**Clock wires, drivers and flops**

Bar = 20 um.
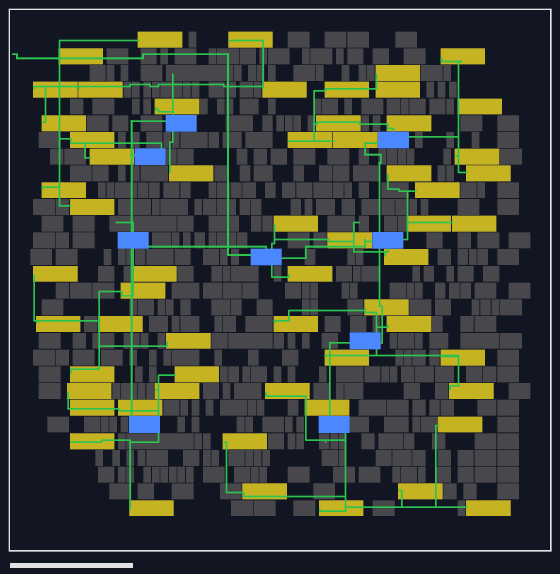
**The clock network**

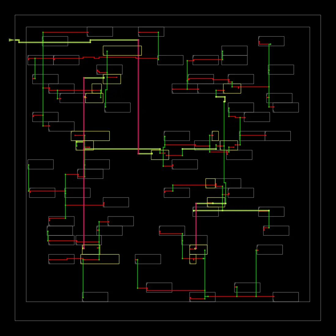
<file path="src/rtl/branch_unit.sv">
// ----------------------------------------------------------------------------
// branch_unit
//   Resolves branch requests from decode against the architectural compare
//   flags written back by the ALU. It produces the next PC and a taken
//   indication, and holds a fixed-length flush toward fetch/decode after a
//   taken branch.
//
// Ports
//   clk, rst_n                  clock; synchronous active-low reset
//   flag_we                     ALU finished a CMP; capture zero/less/greater
//   zero_in, less_in, greater_in  raw ALU flags
//   cmp_pending                 a CMP is still in flight upstream
//   br_valid / br_ready         request handshake from decode
//   br_op, br_pc, br_off        condition code, branch PC, signed offset
//   resolved                    one-cycle pulse; taken/next_pc valid with it
//   taken, next_pc              resolution result, held until the next one
//   flush                       squash younger instructions
//   zero_q, less_q, greater_q   architectural flag register
//
// Build option
//   FLAG_FORWARD_EN  when defined, a branch waiting on flags resolves in the
//                    same cycle the flags arrive, using the raw ALU flags.
//
// state        | meaning
// -------------+----------------------------------------------------------
// S_IDLE       | ready for a request (br_ready=1)
// S_WAIT_FLAGS | request captured, waiting for the in-flight CMP writeback
// S_RESOLVE    | resolved pulse visible, result presented on taken/next_pc
// S_FLUSH      | flush held high for FLUSH_CYCLES cycles
// ----------------------------------------------------------------------------
module branch_unit #(
   parameter int ADDR_WIDTH   = 16,
   parameter int BR_OP_BITS   = 3,
   parameter int FLUSH_CYCLES = 2
) (
   input  logic                  clk,
   input  logic                  rst_n,
   input  logic                  flag_we,
   input  logic                  zero_in,
   input  logic                  less_in,
   input  logic                  greater_in,
   input  logic                  cmp_pending,
   input  logic                  br_valid,
   output logic                  br_ready,
   input  logic [BR_OP_BITS-1:0] br_op,
   input  logic [ADDR_WIDTH-1:0] br_pc,
   input  logic [ADDR_WIDTH-1:0] br_off,
   output logic                  resolved,
   output logic                  taken,
   output logic [ADDR_WIDTH-1:0] next_pc,
   output logic                  flush,
   output logic                  zero_q,
   output logic                  less_q,
   output logic                  greater_q
);

   localparam int CNT_W = (FLUSH_CYCLES > 1) ? $clog2(FLUSH_CYCLES) : 1;
   localparam logic [CNT_W-1:0] CNT_LOAD = CNT_W'(FLUSH_CYCLES - 1);

   localparam logic [BR_OP_BITS-1:0] OP_JMP   = BR_OP_BITS'(0);
   localparam logic [BR_OP_BITS-1:0] OP_JE    = BR_OP_BITS'(1);
   localparam logic [BR_OP_BITS-1:0] OP_JNE   = BR_OP_BITS'(2);
   localparam logic [BR_OP_BITS-1:0] OP_JL    = BR_OP_BITS'(3);
   localparam logic [BR_OP_BITS-1:0] OP_JLE   = BR_OP_BITS'(4);
   localparam logic [BR_OP_BITS-1:0] OP_JG    = BR_OP_BITS'(5);
   localparam logic [BR_OP_BITS-1:0] OP_JGE   = BR_OP_BITS'(6);
   localparam logic [BR_OP_BITS-1:0] OP_NEVER = BR_OP_BITS'(7);

   typedef enum logic [1:0] {
      S_IDLE,
      S_WAIT_FLAGS,
      S_RESOLVE,
      S_FLUSH
   } state_t;

   state_t                state_q;
   logic [BR_OP_BITS-1:0] op_q;
   logic [ADDR_WIDTH-1:0] pc_q;
   logic [ADDR_WIDTH-1:0] off_q;
   logic                  resolved_q;
   logic                  taken_q;
   logic [ADDR_WIDTH-1:0] next_pc_q;
   logic                  flush_q;
   logic [CNT_W-1:0]      cnt_q;

   function automatic logic cond_met(input logic [BR_OP_BITS-1:0] op,
                                     input logic z, input logic l, input logic g);
      logic c;
      c = 1'b0;
      case (op)
         OP_JMP:   c = 1'b1;
         OP_JE:    c = z;
         OP_JNE:   c = !z;
         OP_JL:    c = l;
         OP_JLE:   c = l | z;
         OP_JG:    c = g;
         OP_JGE:   c = g | z;
         OP_NEVER: c = 1'b0;
         default:  c = 1'b0;
      endcase
      return c;
   endfunction

   logic                  hs;
   logic                  zero_d, less_d, greater_d;
   logic [BR_OP_BITS-1:0] sel_op;
   logic [ADDR_WIDTH-1:0] sel_pc, sel_off;
   logic                  needs_flags_d;
   logic                  cond_d;
   logic [ADDR_WIDTH-1:0] next_pc_d;

   assign br_ready = (state_q == S_IDLE);
   assign hs       = br_valid && br_ready;

   // Flags as they will be in the register after this edge; a CMP writeback
   // coincident with the handshake must be seen by that branch.
   assign zero_d    = flag_we ? zero_in    : zero_q;
   assign less_d    = flag_we ? less_in    : less_q;
   assign greater_d = flag_we ? greater_in : greater_q;

   // In IDLE the request is still on the inputs; afterwards it is captured.
   assign sel_op  = (state_q == S_IDLE) ? br_op  : op_q;
   assign sel_pc  = (state_q == S_IDLE) ? br_pc  : pc_q;
   assign sel_off = (state_q == S_IDLE) ? br_off : off_q;

   assign needs_flags_d = (sel_op >= OP_JE) && (sel_op <= OP_JGE);
   assign cond_d        = cond_met(sel_op, zero_d, less_d, greater_d);
   assign next_pc_d     = cond_d ? (sel_pc + sel_off) : (sel_pc + ADDR_WIDTH'(1));

   // taken/next_pc are computed on the edge that enters RESOLVE so they are
   // valid together with the resolved pulse.
   always_ff @(posedge clk) begin
      if (!rst_n) begin
         state_q    <= S_IDLE;
         zero_q     <= 1'b0;
         less_q     <= 1'b0;
         greater_q  <= 1'b0;
         op_q       <= '0;
         pc_q       <= '0;
         off_q      <= '0;
         resolved_q <= 1'b0;
         taken_q    <= 1'b0;
         next_pc_q  <= '0;
         flush_q    <= 1'b0;
         cnt_q      <= '0;
      end else begin
         resolved_q <= 1'b0;
         if (flag_we) begin
            zero_q    <= zero_in;
            less_q    <= less_in;
            greater_q <= greater_in;
         end
         case (state_q)
            S_IDLE: begin
               if (hs) begin
                  op_q  <= br_op;
                  pc_q  <= br_pc;
                  off_q <= br_off;
                  if (needs_flags_d && cmp_pending && !flag_we) begin
                     state_q <= S_WAIT_FLAGS;
                  end else begin
                     state_q    <= S_RESOLVE;
                     resolved_q <= 1'b1;
                     taken_q    <= cond_d;
                     next_pc_q  <= next_pc_d;
                  end
               end
            end
            S_WAIT_FLAGS: begin
               if (flag_we) begin
                  taken_q   <= cond_d;
                  next_pc_q <= next_pc_d;
`ifdef FLAG_FORWARD_EN
                  // Resolution already presented combinationally this cycle.
                  if (cond_d) begin
                     state_q <= S_FLUSH;
                     flush_q <= 1'b1;
                     cnt_q   <= CNT_LOAD;
                  end else begin
                     state_q <= S_IDLE;
                  end
`else
                  state_q    <= S_RESOLVE;
                  resolved_q <= 1'b1;
`endif
               end
            end
            S_RESOLVE: begin
               if (taken_q) begin
                  state_q <= S_FLUSH;
                  flush_q <= 1'b1;
                  cnt_q   <= CNT_LOAD;
               end else begin
                  state_q <= S_IDLE;
               end
            end
            S_FLUSH: begin
               if (cnt_q == '0) begin
                  flush_q <= 1'b0;
                  state_q <= S_IDLE;
               end else begin
                  cnt_q <= cnt_q - CNT_W'(1);
               end
            end
            default: state_q <= S_IDLE;
         endcase
      end
   end

`ifdef FLAG_FORWARD_EN
   logic fwd;
   assign fwd      = (state_q == S_WAIT_FLAGS) && flag_we;
   assign resolved = resolved_q | fwd;
   assign taken    = fwd ? cond_d    : taken_q;
   assign next_pc  = fwd ? next_pc_d : next_pc_q;
`else
   assign resolved = resolved_q;
   assign taken    = taken_q;
   assign next_pc  = next_pc_q;
`endif
   assign flush = flush_q;

endmodule

</file>
<file path="config.mk">
export PLATFORM = sky130hd
export DESIGN_NAME = branch_unit
export DESIGN_NICKNAME = d
export VERILOG_FILES = /design/src/rtl/branch_unit.sv
export SDC_FILE = /design/constraint.sdc
export NUM_CORES = 1
export LEC_CHECK = 0
export CORE_MARGIN = 3
export CORE_UTILIZATION = 53
export CTS_CLUSTER_DIAMETER = 40
export DETAILED_ROUTE_END_ITERATION = 8
export PLACE_DENSITY = 0.79
export SKIP_CTS_REPAIR_TIMING = 1
export SLEW_MARGIN = 30
export SYNTH_ARGS = -nofsm -noshare
export SYNTH_HDL_FRONTEND = slang
export SYNTH_SLANG_ARGS = --single-unit
</file>
<file path="constraint.sdc">
create_clock -name clk -period 5.6 [get_ports clk]
set_input_delay 1.12 -clock clk [delete_from_list [all_inputs] [get_ports clk]]
set_output_delay 1.12 -clock clk [all_outputs]
set_load 0.03 [all_outputs]
</file>
==> results.txt <==
Results of the run.

The run finished with clean final reports. The iteration count recorded for the first detailed-route pass is 4. The number of global-route vias before repair is between 3k and 4k. Measured along the x axis, the die boundary spans 87.77 um. The worst setup path is launched from an input port. Of the synthesized area, sequential elements account for 33.90%. The detail route stage leaves a number of antenna-violating nets equal to 0. The max-cap violation count is 0.

The data required time of the critical path is just under 6 ns. Setup repair after global routing left no endpoint under its margin. The peak fanout along the critical path is 6. The maximum number of pins on one net before global-route repair is 39. The setup slack at placement is 0.6466 ns.

The maximum VDD drop is about 0.33 mV. The overflow left after global routing is 0. The core outline area is approximately 0.0064 sq mm.

Setup slack closes at 1.012 ns. The tightest slew margin relative to the limit is a little over two fifths. Per the placement report, the placed cell count is slightly below 600. The class of the tightest hold or removal check is reg -> reg. The data arrival time at the worst-slack endpoint is 4.80 ns. Before any placement, the netlist area is recorded as ~0.0035 sq mm. Per the summary, power density relative to cell area is roughly 430 mW/mm^2. The number of vias after detailed routing is about 3.4k.

The chip area from the yosys synthesis statistics is between 0.003 and 0.004 sq mm. The number of antenna diodes is 0. In the layout the commonest cells are nand2_1 (158), clkdlybuf4s50_1 (65), dfxtp_1 (60). The setup total negative slack is 0 ns. The upper clock frequency limit is 217.9 MHz. The TritonCTS clock tree is built. The number of cells reported by Yosys stat comes to between 400 and 500.

Across all stage logs, warnings added up to 26. Of the cells placed in the final design, the portion with a size suffix greater than 1 is between 6 and 7%. The part of the cycle the worst path needs is 81.93%. The clock root buffer is clkbuf_8.

The clock period minus worst slack is between 4 and 5 ns. Once layout is complete, the utilization of the core stands at 69.32%. The count of placed standard cells in the final layout, fillers left out is about 600. Routability-driven placement finished with a final weighted congestion of 0.9653. The synthesis report gives the async set-or-reset register share as 0%. The gate count after technology mapping is approximately 460.

The delay of the slowest cell on the worst path is 0.58 ns. The total number of clock tree sinks is about 60. The timing report shows that the slowest cell on the worst path is clkdlybuf4s50_1. Synthesis instantiated ~53 different standard cells from the library.

The category of the most critical setup path is in -> reg. TritonCTS created 9 clock buffers. Using the TritonRoute via totals, the vias-per-cell ratio works out to around 5.6. Counting only logic cells after layout, the most numerous master is nand2_1. Global routing used about 24% of the available tracks. The number of H-tree levels is 3. Between clock sinks in the finished design, the worst skew comes to approximately 0.0096 ns. The number of I/O pins is about 66. The die is between 80 and 90 um tall.

The effective utilization at floorplan is a little under three fifths. Pins over their slew limit in the final report were tallied at 0. The number of nets produced by synthesis is 522.

The number of buffers inserted by port buffering is between 60 and 70. The mean instance size in the synthesized netlist is between 7 and 8 sq um. The growth of design area from synthesis to finish is 25.64%.

The worst setup path is captured at a flip-flop. The clock-pin slew on the worst setup and hold paths is 0.07 ns. The total of fill cells in the finished design is around 530. The first global-routing pass estimated 14.72 mm of wire. Post-synth the commonest register cell is dfxtp_1. Per STA, the library cell used most along the worst path is a21oi_1. The signal on the critical path passes through clkdlybuf4s50_1 -> mux2i_1 -> a21oi_1 -> o211a_1 -> a211oi_2 -> a21oi_1 -> ha_1 -> a21o_1 -> a21oi_1 -> nand2_1 -> a31oi_1 -> o21ai_0 -> a211oi_1 -> xor2_1 -> o22ai_1. The initial antenna violation count is 0. In this run, the number of DRC markers left after iteration 0 of detailed routing was around 180.

The total design power is slightly below 0.002 W. The total number of nets in the final design is 578. The number of enable flip-flop cells is 0.

The synthesis log from Yosys contains 0 warnings. The post-detailed-route DRC marker count is 0. The final setup violation count is 0.

Hold-check failures listed in the final report amount to 0. The leakage power in the latest report is between 1.5 and 2 nW. CTS reports a maximum clock tree buffer depth of 2. The routed design shows a wire length per standard cell of between 15 and 20 um.

The number of rows in the core area is 29. STA reports a reg2reg setup slack of ~1.5 ns. The area enclosed by the die boundary is between 0.007 and 0.008 sq mm. The synthesized flop and latch total is roughly 60. The pin closest to its max-slew limit shows a slew of between 0.8 and 0.9 ns. According to the dpl log, the detail-placed design has an HPWL of ~6.2 mm.

Summed over all layers, the routed wires come to ~9 mm.
Notes on 'clock wires, drivers and flops' above:
[green] clock wires | length: 825 um
[blue] clock-net drivers | count: 9
[yellow] flip-flops | count: 60
routed clock nets	10

Notes on 'the clock network' above:
layout sequential cell count: 60
Latency at later pin: 0.34 ns
count of clock buffers in the final design: 9
clk pwr: 0.000474 W

-- area by class of cell --
class / instances / area, sq um / area share (%)
clock inverter: 7 / 115.1 / 2.586
inverter: 8 / 30.03 / 0.6745
timing repair buffer: 72 / 703.2 / 15.80
tap: 77 / 96.34 / 2.164
sequential: 60 / 1201 / 26.98
clock buffer: 9 / 123.9 / 2.782
multi-input combinational: 368 / 2182 / 49.02
-- final timing paths --
path,to,startpoint,cells after the start
max,next_pc[15],flag_we,15
min,off_q[4],off_q[4],2
max reg2reg,next_pc[14],state_q[0],16
min reg2reg,off_q[4],off_q[4],2
-- cells in the mapped netlist (2+ instances only) --
master	number	area share (%)
a211oi_1	2	0.42
a21boi_0	35	7.4
a21o_1	7	1.5
a21oi_1	29	4.1
a31oi_1	5	0.88
and2_1	4	0.71
buf_2	2	0.28
buf_4	2	0.42
clkbuf_1	20	2.1
dfxtp_1	60	34
ha_1	15	5.3
inv_1	6	0.64
inv_2	2	0.21
mux2i_1	14	4.0
nand2_1	158	17
nand2b_1	2	0.35
nand3_1	3	0.42
nand3b_1	2	0.42
nand4b_1	2	0.49
nor2_1	7	0.74
nor2b_1	17	3.0
nor4b_1	2	0.49
o211a_1	5	1.4
o21a_1	4	0.85
o21ai_0	11	1.6
o22ai_1	4	0.71
or3_1	5	0.88
xnor2_1	9	2.2
xor2_1	5	1.2
-- worst max-delay path: cells and delay by family --
kind | cells | cell delay [ns]
adders and majority gates | 1 | 0.35
buffers and inverters | 1 | 0.58
AOI/OAI and AO/OA | 10 | 2.10
and+or+nand+nor | 1 | 0.12
xor gates and xnor gates | 1 | 0.19
muxes | 1 | 0.35
-- cells by family after synthesis --
logic type               Yosys count  share of synthesized area (%)
adder cells (fa/ha/maj)           16                          5.862
AND-OR/OR-AND                    115                          22.63
buffers and inverters             35                          4.519
flip-flops                        60                          33.90
XOR/XNOR                          14                          3.461
multiplexers                      14                          3.955
AND/OR/NAND/NOR                  209                          25.67
-- report_power, final --
| group | switching, W | total, W | internal (W) | leakage, nW |
|---|---|---|---|---|
| clock | 0.000180 | 0.000474 | 0.000294 | 0.115 |
| sequential | 0.0000538 | 0.000554 | 0.000500 | 0.492 |
| combinational | 0.000533 | 0.000898 | 0.000365 | 1.26 |
| total | 0.000767 | 0.00193 | 0.00116 | 1.87 |
-- registers in the layout, indices dropped and copies added (netlist names) --
name	count
pc_q	16
flush	1
zero_q	1
resolved	1
op_q	3
state_q	2
taken	1
greater_q	1
cnt_q	1
off_q	16
next_pc	16
less_q	1
-- stage by stage --
step	hold slack (ns)	area (sq um)
finish	0.4620	4452
global route	0.4866	4452
CTS	0.4660	4452
detailed placement	0.4562	4213
global placement	0.4494	4213
floorplan	0.4437	3543
-- metal layers --
| layer | GRT usage, % | vias up | part of all wire, % |
|---|---|---|---|
| met5 | 0 | - | 0 |
| met4 | 9.902 | 0 | 1.5 |
| met3 | 4.892 | 11 | 5.0 |
| met2 | 40.75 | 93 | 48 |
| met1 | 29.95 | 1598 | 45 |
| li1 | - | 1683 | - |
Power and IR drop assume default switching activity.
